### config.mk
export PLATFORM = sky130hd
export DESIGN_NAME = job_desc_manager
export DESIGN_NICKNAME = d
export VERILOG_FILES = /design/src/rtl/job_desc_manager.sv
export SDC_FILE = /design/constraint.sdc
export NUM_CORES = 1
export LEC_CHECK = 0
export ABC_CLOCK_PERIOD_IN_PS = 2700
export CORE_ASPECT_RATIO = 1.25
export CORE_MARGIN = 5
export CORE_UTILIZATION = 30
export DETAILED_ROUTE_END_ITERATION = 16
export GPL_ROUTABILITY_DRIVEN = 0
export PLACE_DENSITY = 0.63
export SETUP_SLACK_MARGIN = 0.1
export SYNTH_ARGS = -nofsm -noshare
export SYNTH_HDL_FRONTEND = slang
export SYNTH_SLANG_ARGS = --single-unit
### constraint.sdc
create_clock -name clk -period 2.7 [get_ports clk]
set_input_delay 0.54 -clock clk [delete_from_list [all_inputs] [get_ports clk]]
set_output_delay 0.54 -clock clk [all_outputs]
set_load 0.02 [all_outputs]
### src/rtl/job_desc_manager.sv
// Walks a host job-descriptor list, prefetches payloads and hands them to kernels; JOB_DESC_STAT_EN adds counters.
// Latency: read request issues the cycle after a slot frees; payload is combinational in the grant cycle (job_start + 1).
// Backpressure: no reads while the buffer is full; job_start waits for new_job and the post-grant guard.
module job_desc_manager #(
  parameter int KERNEL_NUM = 8,
  parameter int BUF_DEPTH  = 2
) (
  input  logic                  clk,
  input  logic                  rst_n,
  input  logic                  manager_start,
  input  logic                  run_mode,
  input  logic [63:0]           init_addr,
  input  logic                  new_job,
  input  logic                  job_done,
  output logic                  job_start,
  input  logic [KERNEL_NUM-1:0] kernel_start,
  output logic                  rd_req_valid,
  output logic [63:0]           rd_req_addr,
  input  logic                  rd_req_ready,
  input  logic                  rd_rsp_valid,
  input  logic [127:0]          rd_rsp_data,
  output logic [63:0]           payload_addr,
  output logic [KERNEL_NUM-1:0] payload_valid,
  output logic                  list_done
`ifdef JOB_DESC_STAT_EN
  ,
  output logic [31:0]           desc_fetch_cnt,
  output logic [31:0]           job_grant_cnt
`endif
);

  localparam int AW = (BUF_DEPTH > 1) ? $clog2(BUF_DEPTH) : 1;
  localparam int CW = $clog2(BUF_DEPTH + 1);
  localparam logic [CW-1:0] FULL_CNT = CW'(BUF_DEPTH);

  typedef enum logic [2:0] {
    S_IDLE,
    S_REQ,
    S_WAIT,
    S_END,
    S_DRAIN
  } state_t;

  state_t        state, state_nxt;
  logic [63:0]   cur_addr, cur_addr_nxt;
  logic          ms_q;
  logic          ms_rise;
  logic [63:0]   rsp_next;

  logic [63:0]   buf_mem [BUF_DEPTH];
  logic [AW-1:0] rd_ptr, wr_ptr;
  logic [CW-1:0] count;
  logic          buf_empty, buf_full;
  logic          push, pop;

  logic [1:0]    guard;
  logic          grant_window;
  logic          job_start_set;

  assign ms_rise   = manager_start & ~ms_q;
  assign rsp_next  = rd_rsp_data[127:64];
  assign buf_empty = (count == '0);
  assign buf_full  = (count == FULL_CNT);

  always_ff @(posedge clk or negedge rst_n) begin
    if (!rst_n) begin
      state    <= S_IDLE;
      cur_addr <= '0;
      ms_q     <= 1'b0;
    end else begin
      state    <= state_nxt;
      cur_addr <= cur_addr_nxt;
      ms_q     <= manager_start;
    end
  end

  // Dropping manager_start aborts; a read already handed off must be drained before IDLE.
  always_comb begin
    state_nxt    = state;
    cur_addr_nxt = cur_addr;
    push         = 1'b0;
    rd_req_valid = 1'b0;
    case (state)
      S_IDLE: begin
        if (ms_rise) begin
          cur_addr_nxt = init_addr;
          state_nxt    = S_REQ;
        end
      end
      S_REQ: begin
        if (!manager_start) begin
          state_nxt = S_IDLE;
        end else if (!buf_full) begin
          rd_req_valid = 1'b1;
          if (rd_req_ready) state_nxt = S_WAIT;
        end
      end
      S_WAIT: begin
        if (!manager_start) begin
          state_nxt = rd_rsp_valid ? S_IDLE : S_DRAIN;
        end else if (rd_rsp_valid) begin
          push = 1'b1;
          if (rsp_next != '0) begin
            cur_addr_nxt = rsp_next;
            state_nxt    = S_REQ;
          end else if (run_mode) begin
            cur_addr_nxt = init_addr;
            state_nxt    = S_REQ;
          end else begin
            state_nxt = S_END;
          end
        end
      end
      S_END: begin
        if (!manager_start) state_nxt = S_IDLE;
      end
      S_DRAIN: begin
        if (rd_rsp_valid) state_nxt = S_IDLE;
      end
      default: state_nxt = S_IDLE;
    endcase
  end

  assign rd_req_addr = cur_addr;

  // The guard keeps a second job_start off until the dispatcher's busy view includes the last grant.
  assign job_start_set = manager_start && !buf_empty && new_job && (guard == 2'd0) && !job_start;
  assign pop           = grant_window && manager_start && !buf_empty && (kernel_start != '0);
  assign payload_valid = pop ? kernel_start : '0;
  assign payload_addr  = pop ? buf_mem[rd_ptr] : '0;

  always_ff @(posedge clk or negedge rst_n) begin
    if (!rst_n) begin
      job_start    <= 1'b0;
      grant_window <= 1'b0;
      guard        <= 2'd0;
    end else if (!manager_start) begin
      job_start    <= 1'b0;
      grant_window <= 1'b0;
      guard        <= 2'd0;
    end else begin
      job_start    <= job_start_set;
      grant_window <= job_start;
      if (job_start_set) guard <= 2'd2;
      else if (guard != 2'd0) guard <= guard - 2'd1;
    end
  end

  always_ff @(posedge clk or negedge rst_n) begin
    if (!rst_n) begin
      for (int i = 0; i < BUF_DEPTH; i++) buf_mem[i] <= '0;
      rd_ptr <= '0;
      wr_ptr <= '0;
      count  <= '0;
    end else if (!manager_start) begin
      rd_ptr <= '0;
      wr_ptr <= '0;
      count  <= '0;
    end else begin
      if (push) begin
        buf_mem[wr_ptr] <= rd_rsp_data[63:0];
        wr_ptr          <= wr_ptr + AW'(1);
      end
      if (pop) rd_ptr <= rd_ptr + AW'(1);
      case ({push, pop})
        2'b10:   count <= count + CW'(1);
        2'b01:   count <= count - CW'(1);
        default: count <= count;
      endcase
    end
  end

  always_ff @(posedge clk or negedge rst_n) begin
    if (!rst_n) begin
      list_done <= 1'b0;
    end else if (!manager_start) begin
      list_done <= 1'b0;
    end else if (state == S_IDLE && ms_rise) begin
      list_done <= 1'b0;
    end else if (state == S_END && buf_empty && job_done) begin
      list_done <= 1'b1;
    end
  end

`ifdef JOB_DESC_STAT_EN
  always_ff @(posedge clk or negedge rst_n) begin
    if (!rst_n) begin
      desc_fetch_cnt <= '0;
      job_grant_cnt  <= '0;
    end else if (ms_rise) begin
      desc_fetch_cnt <= '0;
      job_grant_cnt  <= '0;
    end else begin
      if (push) desc_fetch_cnt <= desc_fetch_cnt + 32'd1;
      if (pop)  job_grant_cnt  <= job_grant_cnt + 32'd1;
    end
  end
`endif

endmodule

run_1/met4.png
(1 px per um) Cells faint in the background.
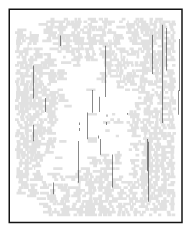
- nets with wire on the layer: 13
- main direction: vertical
total via count in the routed design: 7655
wire length after detailed routing: 34400 um

run_1/met1.png
(2 px per um) Cells faint in the background.
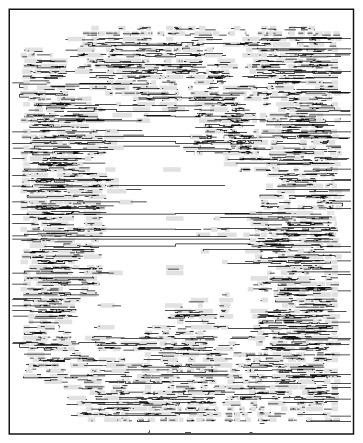
- share of all routed wire: 38%
- wire length on this layer: 13100 um
- longest straight run: 104 um
- nets with wire on the layer: 1198
fraction of met1 tracks used by global routing: 21.0%

run_1/final_congestion.png
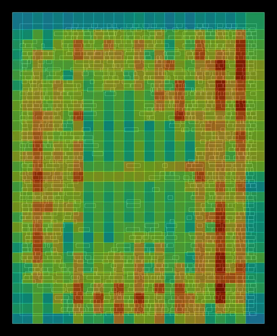
Global Route met3 Usage: 6.89%
met2 Use GR: 31.3%
post-route core utilization: 51.6%
global-route total usage across every layer: 18.0%
Wirelength per Cell: 21.4 um

run_1/met2.png
(2 px per um)
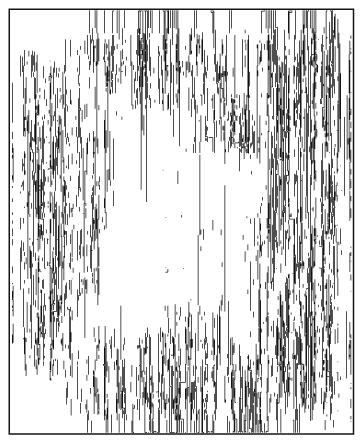
- nets with wire on the layer: 1305
- share of all routed wire: 49%
- longest straight run: 81.6 um
- main direction: vertical

[run 1: synthesized netlist by cell type, drive strengths merged]
cell,count
a21boi,1
a21o,2
a21oi,4
a311oi,1
a41oi,1
and2,9
and4bb,1
buf,23
clkbuf,21
dfrtp,205
ha,1
inv,7
mux2,256
mux2i,64
nand2,3
nand2b,2
nand3,1
nand4,4
nand4b,1
nor2,74
nor2b,2
nor3,3
nor4,19
nor4b,1
o211a,1
o211ai,1
o21a,1
o21ai,1
o21ba,1
o22ai,1
o311a,1
o32ai,1
or2,1
or4,3
xnor2,4
xor2,2
[run 1: power groups by stage]
| stage | combinational (mW) | sequential [mW] | clock [mW] |
|---|---|---|---|
| final | 5.39 | 4.85 | 3.50 |
| after global routing | 5.75 | 5.00 | 3.72 |
| after CTS | 5.21 | 4.85 | 3.60 |
| after detailed placement | 4.97 | 4.90 | 0 |
| after global placement | 4.91 | 4.85 | 0 |
| after floorplan | 2.37 | 5.38 | 0 |
[run 1: worst min-delay path, cell delays in order]
cell and delay (ns):
dlymetal6s2s_1 0.15, mux2_1 0.15, mux2_2 0.13
[run 1: sequential cells by signal, summed over array words and instances, names as in the netlist]
register,count
rd_req_addr,64
job_start,1
list_done,1
ms_q,1
state,3
count,2
wr_ptr,1
buf_mem,128
guard,2
rd_ptr,1
grant_window,1
[run 1: cell type report]
| type | instances | area (um2) | area share (%) |
|---|---|---|---|
| inverters | 7 | 26.3 | 0.159 |
| clock inverters | 15 | 188 | 1.14 |
| flip-flops and latches | 205 | 5130 | 31.2 |
| clock buffers | 29 | 671 | 4.07 |
| multi-input cells | 468 | 4890 | 29.6 |
| repair buffers | 463 | 5050 | 30.6 |
| well taps | 412 | 515 | 3.13 |
| diodes | 5 | 12.5 | 0.0759 |
==> impl_metrics.xml, run 1 <==
<?xml version="1.0" encoding="UTF-8"?>
<metrics>
  <group name="outcome">
    <metric name="status" unit="">complete, but fails checks</metric>
    <metric name="violated_checks" unit="">negative setup slack</metric>
  </group>
  <group name="cts">
    <metric name="clock_tree.root_cell" unit="">clkbuf_16</metric>
    <metric name="path_clk_slew" unit="ns">0.06</metric>
    <metric name="ctsHtreeMaxLevel" unit="">1</metric>
    <metric name="clock_path_buffers" unit="">3</metric>
  </group>
  <group name="worst_setup_path">
    <metric name="worstPathArrival" unit="ns">2.21</metric>
    <metric name="reg2regPathDepth" unit="">8</metric>
    <metric name="cp_slowest_cell" unit="">or4_4</metric>
    <metric name="slowest_delay" unit="ns">0.44</metric>
    <metric name="critPathCapture" unit="">payload_addr[52]</metric>
    <metric name="setup.reg_to_reg.worst_slack" unit="ns">0.51</metric>
  </group>
  <group name="synth">
    <metric name="synth.ff_latch_count" unit="">205</metric>
    <metric name="synthAoiAreaFrac" unit="%">1.28</metric>
    <metric name="yosys-mux-area-fraction" unit="%">36.1</metric>
    <metric name="chip_area_estimate_from_yosys_synthesis" unit="um2">9760</metric>
    <metric name="number_of_standard_cells_reported_by_yosys" unit="">724</metric>
    <metric name="top_cell_area_share" unit="%">52.6</metric>
    <metric name="synth.distinct_cells" unit="">42</metric>
    <metric name="area_leaders" unit="">dfrtp_1 (53%), mux2_2 (28%), mux2i_1 (6.6%)</metric>
    <metric name="share_of_synthesized_cell_area_in_full_adder_half_adder_and_majority_cells" unit="%">0.128</metric>
    <metric name="post_synth_instance_area" unit="um2">9760</metric>
    <metric name="synthDominantAreaCellType" unit="">dfrtp_1</metric>
    <metric name="synth_xor_xnor_area_share" unit="%">0.538</metric>
  </group>
  <group name="timing">
    <metric name="setup_tns" unit="ns">-0.421</metric>
    <metric name="setup_viol" unit="">14</metric>
    <metric name="maxClockFrequency" unit="MHz">364</metric>
    <metric name="period_needed" unit="ns">2.75</metric>
    <metric name="fin_ws" unit="ns">-0.0485</metric>
  </group>
  <group name="finish">
    <metric name="design_area" unit="um2">16500</metric>
    <metric name="finalNetCount" unit="">1378</metric>
    <metric name="final_layout_top_logic_cells" unit="">mux2_2 (243), clkdlybuf4s50_1 (229), dfrtp_1 (203)</metric>
  </group>
  <group name="power_and_ir_drop">
    <metric name="irDropWorstVdd" unit="uV">522</metric>
    <metric name="switchingPower" unit="mW">4.28</metric>
    <metric name="share_comb_of_total_power" unit="%">39.2</metric>
  </group>
  <group name="place">
    <metric name="detailed_place.area" unit="um2">14200</metric>
    <metric name="portBuffers" unit="">346</metric>
    <metric name="setup_slack_at_placement" unit="ns">-0.713</metric>
  </group>
  <group name="global_routing">
    <metric name="initial_antenna_violation_count" unit="">11</metric>
    <metric name="globalRoute.totalOverflow" unit="">0</metric>
  </group>
  <group name="floorplanning">
    <metric name="io-pin-count" unit="">347</metric>
    <metric name="die_area" unit="um2">36300</metric>
  </group>
  <group name="min_path">
    <metric name="hold_depth" unit="">3</metric>
  </group>
  <group name="detailed_routing">
    <metric name="drt_drc_violations_left" unit="">0</metric>
    <metric name="met1_length" unit="um">13100</metric>
    <metric name="route.top_layer_used" unit="">met5</metric>
    <metric name="viasPerCell" unit="">4.77</metric>
  </group>
</metrics>
==> run 2, diff against run 1 <==
--- a/config.mk
+++ b/config.mk
@@ -6,12 +6,14 @@
 export NUM_CORES = 1
 export LEC_CHECK = 0
 export ABC_CLOCK_PERIOD_IN_PS = 2700
+export CAP_MARGIN = 10
 export CORE_ASPECT_RATIO = 1.25
-export CORE_MARGIN = 5
+export CORE_MARGIN = 3
 export CORE_UTILIZATION = 30
 export DETAILED_ROUTE_END_ITERATION = 16
 export GPL_ROUTABILITY_DRIVEN = 0
 export PLACE_DENSITY = 0.63
+export RECOVER_POWER = 25
 export SETUP_SLACK_MARGIN = 0.1
 export SYNTH_ARGS = -nofsm -noshare
 export SYNTH_HDL_FRONTEND = slang
==> impl_metrics.xml, run 2 <==
<?xml version="1.0" encoding="UTF-8"?>
<metrics>
  <group name="outcome">
    <metric name="status" unit="">complete, but fails checks</metric>
    <metric name="violated_checks" unit="">max-capacitance violations, max-slew violations, negative setup slack</metric>
  </group>
  <group name="cts">
    <metric name="clock_tree.root_cell" unit="">clkbuf_16</metric>
    <metric name="ctsHtreeMaxLevel" unit="">1</metric>
    <metric name="path_clk_slew" unit="ns">0.06</metric>
    <metric name="clock_path_buffers" unit="">3</metric>
  </group>
  <group name="detailed_routing">
    <metric name="detail_route.wirelength" unit="um">33100</metric>
    <metric name="viasPerCell" unit="">4.74</metric>
    <metric name="total_via_count_in_the_routed_design" unit="">7476</metric>
    <metric name="drt_drc_violations_left" unit="">0</metric>
    <metric name="route.top_layer_used" unit="">met5</metric>
  </group>
  <group name="worst_setup_path">
    <metric name="reg2regPathDepth" unit="">12</metric>
    <metric name="worstPathArrival" unit="ns">2.16</metric>
  </group>
  <group name="synth">
    <metric name="synth.ff_latch_count" unit="">205</metric>
    <metric name="ys_top_cells_by_count" unit="">mux2_2 (244), dfrtp_1 (205), nor2_1 (73)</metric>
    <metric name="top_cell_area_share" unit="%">52.6</metric>
    <metric name="synthDominantAreaCellType" unit="">dfrtp_1</metric>
    <metric name="chip_area_estimate_from_yosys_synthesis" unit="um2">9760</metric>
    <metric name="number_of_standard_cells_reported_by_yosys" unit="">724</metric>
    <metric name="area_leaders" unit="">dfrtp_1 (53%), mux2_2 (28%), mux2i_1 (6.6%)</metric>
  </group>
  <group name="timing">
    <metric name="drv_slew" unit="">59</metric>
    <metric name="fin_ws" unit="ns">-0.00133</metric>
    <metric name="period_needed" unit="ns">2.70</metric>
    <metric name="setup_tns" unit="ns">-0.00153</metric>
    <metric name="setup_viol" unit="">2</metric>
  </group>
  <group name="job">
    <metric name="max-cap-violations" unit="">1</metric>
  </group>
  <group name="finish">
    <metric name="design_area" unit="um2">15700</metric>
    <metric name="registers.top_by_ff_count" unit="">buf_mem</metric>
    <metric name="largest_register_ffs" unit="">128</metric>
    <metric name="final_layout_top_logic_cells" unit="">mux2_2 (241), dfrtp_1 (204), clkdlybuf4s50_1 (202)</metric>
    <metric name="utilization" unit="%">49.2</metric>
  </group>
  <group name="global_routing">
    <metric name="globalRoute.totalOverflow" unit="">0</metric>
    <metric name="grt_util_met1" unit="%">22.0</metric>
  </group>
  <group name="floorplanning">
    <metric name="io-pin-count" unit="">347</metric>
  </group>
  <group name="place">
    <metric name="setup_slack_at_placement" unit="ns">-0.889</metric>
  </group>
</metrics>
run 2: path summary, 6_finish.rpt:
| kind | end | from | slack [ns] |
|---|---|---|---|
| max | payload_addr[23] | kernel_start[3] | -0.001 |
| min reg2reg | buf_mem[64]$_DFFE_PN0P_ | buf_mem[64]$_DFFE_PN0P_ | 0.50 |
| max in group asynchronous | rd_req_addr[37]$_DFFE_PN0P_ | rst_n | 0.58 |
| max reg2reg | count[1]$_DFFE_PN0P_ | count[1]$_DFFE_PN0P_ | 0.59 |
| min in group clk | rd_req_addr[31]$_DFFE_PN0P_ | rd_rsp_data[95] | 0.44 |
| min | buf_mem[109]$_DFFE_PN0P_ | rst_n | 0.42 |
run 2: power by group:
| group | switching [mW] | internal [mW] |
|---|---|---|
| combinational | 2.35 | 3.02 |
| clock | 1.25 | 1.91 |
| sequential | 0.605 | 4.26 |
run 2: cell type report:
type	count	area, um2	share of cell area [%]
Clock buffer	37	678	4.31
Clock inverter	5	81.3	0.517
Antenna cell	2	5.00	0.0318
Sequential cell	205	5130	32.6
Multi-Input combinational cell	468	4780	30.4
Timing Repair Buffer	440	4520	28.7
Inverter	7	26.3	0.167
Tap cell	412	515	3.28
run 2: kinds of logic (layout without fill, tap and decap cells):
logic type                 Yosys count  count (layout)  synth area share [%]
muxes                              320             320                  36.1
DFF                                205             205                  52.6
and+or+nand+nor                    124             124                  6.46
buffers and inverters               51             489                  2.95
AOI/OAI and AO/OA                   17              17                  1.28
xor gates and xnor gates             6               6                 0.538
adders and majority gates            1               1                 0.128
other                                0               2                     0
run 2: worst max-delay path, stage by stage:
cell	delay, ns
buf_6	0.09
or4_4	0.57
o21ai_4	0.17
buf_12	0.15
buf_12	0.11
buf_12	0.10
buf_12	0.10
buf_16	0.15
nor2_4	0.04
buf_6	0.13
run_2/met4.png
(1.5 px per um) Cells faint in the background.
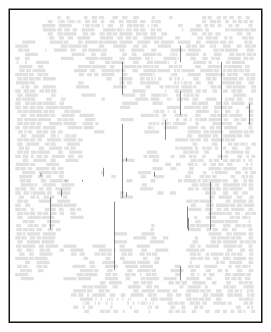
- nets with wire on the layer: 15
- main direction: vertical
- wire length on this layer: 340 um
- longest straight run: 65.3 um

run_2/final_congestion.png
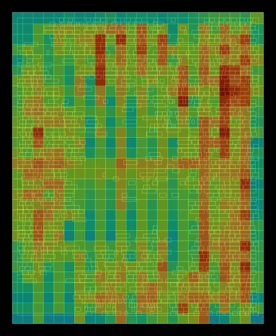
most crowded layer after global routing: met2
met2 Use GR: 32.9%

==> run 3, diff against run 2 <==
--- a/config.mk
+++ b/config.mk
@@ -12,6 +12,7 @@
 export CORE_UTILIZATION = 30
 export DETAILED_ROUTE_END_ITERATION = 16
 export GPL_ROUTABILITY_DRIVEN = 0
+export MAX_ROUTING_LAYER = met4
 export PLACE_DENSITY = 0.63
 export RECOVER_POWER = 25
 export SETUP_SLACK_MARGIN = 0.1
==> impl_metrics.xml, run 3 <==
<?xml version="1.0" encoding="UTF-8"?>
<metrics>
  <group name="synth">
    <metric name="synthDominantAreaCellType" unit="">dfrtp_1</metric>
    <metric name="area_leaders" unit="">dfrtp_1 (53%), mux2_2 (28%), mux2i_1 (6.6%)</metric>
    <metric name="leading_cell_type_by_number_of_instances_after_synthesis" unit="">mux2_2</metric>
    <metric name="synth_xor_xnor_area_share" unit="%">0.538</metric>
    <metric name="edf_count" unit="">0</metric>
    <metric name="chip_area_estimate_from_yosys_synthesis" unit="um2">9760</metric>
    <metric name="synth-main-ff-cell" unit="">dfrtp_1</metric>
    <metric name="ys_top_cells_by_count" unit="">mux2_2 (244), dfrtp_1 (205), nor2_1 (73)</metric>
    <metric name="yosys-mux-area-fraction" unit="%">36.1</metric>
    <metric name="number_of_standard_cells_reported_by_yosys" unit="">724</metric>
    <metric name="share_of_synthesized_cell_area_in_full_adder_half_adder_and_majority_cells" unit="%">0.128</metric>
    <metric name="postSynth.asyncResetShare" unit="%">100</metric>
    <metric name="synthAoiAreaFrac" unit="%">1.28</metric>
    <metric name="synth.ff_latch_count" unit="">205</metric>
    <metric name="ys_top_logic_family" unit="">multiplexers</metric>
  </group>
  <group name="detailed_routing">
    <metric name="viasPerCell" unit="">4.73</metric>
    <metric name="met1_length" unit="um">13000</metric>
    <metric name="route.top_layer_used" unit="">met4</metric>
    <metric name="drt_drc_violations_left" unit="">0</metric>
  </group>
  <group name="power_and_ir_drop">
    <metric name="internal_power" unit="mW">9.19</metric>
    <metric name="clkPwrFrac" unit="%">23.6</metric>
    <metric name="proportion_of_power_drawn_by_flip_flops_and_latches" unit="%">36.3</metric>
    <metric name="share_comb_of_total_power" unit="%">40.1</metric>
    <metric name="switchingPower" unit="mW">4.22</metric>
    <metric name="power_switching_share" unit="%">31.5</metric>
    <metric name="irDropWorstVdd" unit="uV">518</metric>
    <metric name="comb-power" unit="mW">5.38</metric>
  </group>
  <group name="worst_setup_path">
    <metric name="cp_slowest_cell" unit="">or4_4</metric>
    <metric name="path_cells" unit="">buf_6, or4_4, o21ai_4, buf_12, buf_12, buf_12, buf_12, buf_16, nor2_4, buf_6</metric>
    <metric name="crit_path_frequent_cell" unit="">buf_12</metric>
    <metric name="worstPathArrival" unit="ns">2.17</metric>
  </group>
  <group name="global_routing">
    <metric name="initial_antenna_violation_count" unit="">16</metric>
    <metric name="globalRoute.totalOverflow" unit="">0</metric>
    <metric name="busiest_layer" unit="">met2</metric>
    <metric name="global_route.usage.total" unit="%">19.0</metric>
  </group>
  <group name="outcome">
    <metric name="violated_checks" unit="">max-capacitance violations, max-slew violations, negative setup slack</metric>
    <metric name="status" unit="">complete, but fails checks</metric>
  </group>
  <group name="floorplanning">
    <metric name="die_area" unit="um2">34800</metric>
    <metric name="io-pin-count" unit="">347</metric>
  </group>
  <group name="place">
    <metric name="detailed_place.area" unit="um2">14100</metric>
    <metric name="portBuffers" unit="">346</metric>
  </group>
  <group name="finish">
    <metric name="final-comb-area" unit="um2">4780</metric>
    <metric name="final_layout_top_logic_cells" unit="">mux2_2 (241), dfrtp_1 (204), clkdlybuf4s50_1 (202)</metric>
    <metric name="design_area" unit="um2">15800</metric>
  </group>
  <group name="cts">
    <metric name="ctsHtreeMaxLevel" unit="">1</metric>
  </group>
  <group name="timing">
    <metric name="maxClockFrequency" unit="MHz">369</metric>
    <metric name="fin_ws" unit="ns">-0.00644</metric>
    <metric name="drv_slew" unit="">59</metric>
    <metric name="setup_viol" unit="">5</metric>
  </group>
  <group name="job">
    <metric name="max-cap-violations" unit="">1</metric>
  </group>
</metrics>
-- run 3: kinds of logic after synthesis --
family          after synthesis
mux                         320
flops                       205
compound gates               17
fa+ha+maj                     1
buf+inv                      51
xor+xnor                      6
simple gates                124
-- run 3: layout make-up --
cell class / count / share of cell area [%]
Sequential cell: 205 / 32.6
Multi-Input combinational cell: 468 / 30.3
Timing Repair Buffer: 440 / 28.7
Clock buffer: 37 / 4.30
Tap cell: 412 / 3.27
Clock inverter: 5 / 0.516
Inverter: 7 / 0.167
Antenna cell: 10 / 0.159
-- run 3: final timing paths --
kind                                                to  slack, ns  depth (start not counted)                      from
min                           buf_mem[109]$_DFFE_PN0P_       0.41                          1                     rst_n
max                                   payload_addr[23]     -0.006                         10           kernel_start[3]
max in group asynchronous  rd_req_addr[37]$_DFFE_PN0P_       0.59                          2                     rst_n
max reg2reg                       count[1]$_DFFE_PN0P_       0.58                         12      count[1]$_DFFE_PN0P_
min reg2reg                   buf_mem[120]$_DFFE_PN0P_       0.50                          1  buf_mem[120]$_DFFE_PN0P_
min in group clk           rd_req_addr[31]$_DFFE_PN0P_       0.43                          3           rd_rsp_data[95]
-- run 3: critical path: cells and delay by family --
kind | cells | cell delay (ns)
and+or+nand+nor | 2 | 0.61
buffers and inverters | 7 | 0.84
AOI/OAI and AO/OA | 1 | 0.17
-- run 3: through the flow --
stage | setup slack (ns) | utilization, % | hold WS, ns | std cells
global route | -0.0306 | 49.3 | 0.416 | 1584
finish | -0.00644 | 49.3 | 0.412 | 1584
global placement | -0.931 | 44.2 | 0.485 | 1500
CTS | -0.0383 | 48.4 | 0.0128 | 1569
floorplan | 0.179 | - | 0.244 | 724
detailed placement | -0.889 | 44.2 | 0.491 | 1500
run_3/met3.png
(1.5 px per um) Cells faint in the background.
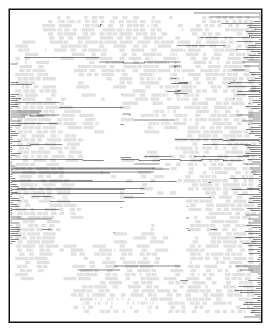
- share of all routed wire: 9.5%
- nets with wire on the layer: 245
- main direction: horizontal
total via count in the routed design: 7487
wire length after detailed routing: 33200 um
Global Route met3 Usage: 6.38%

run_3/met2.png
(2 px per um)
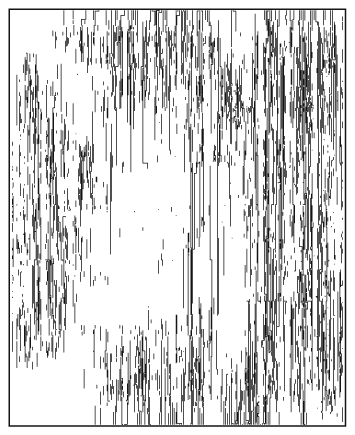
met2 Use GR: 32.9%

Power and IR drop assume default switching activity.
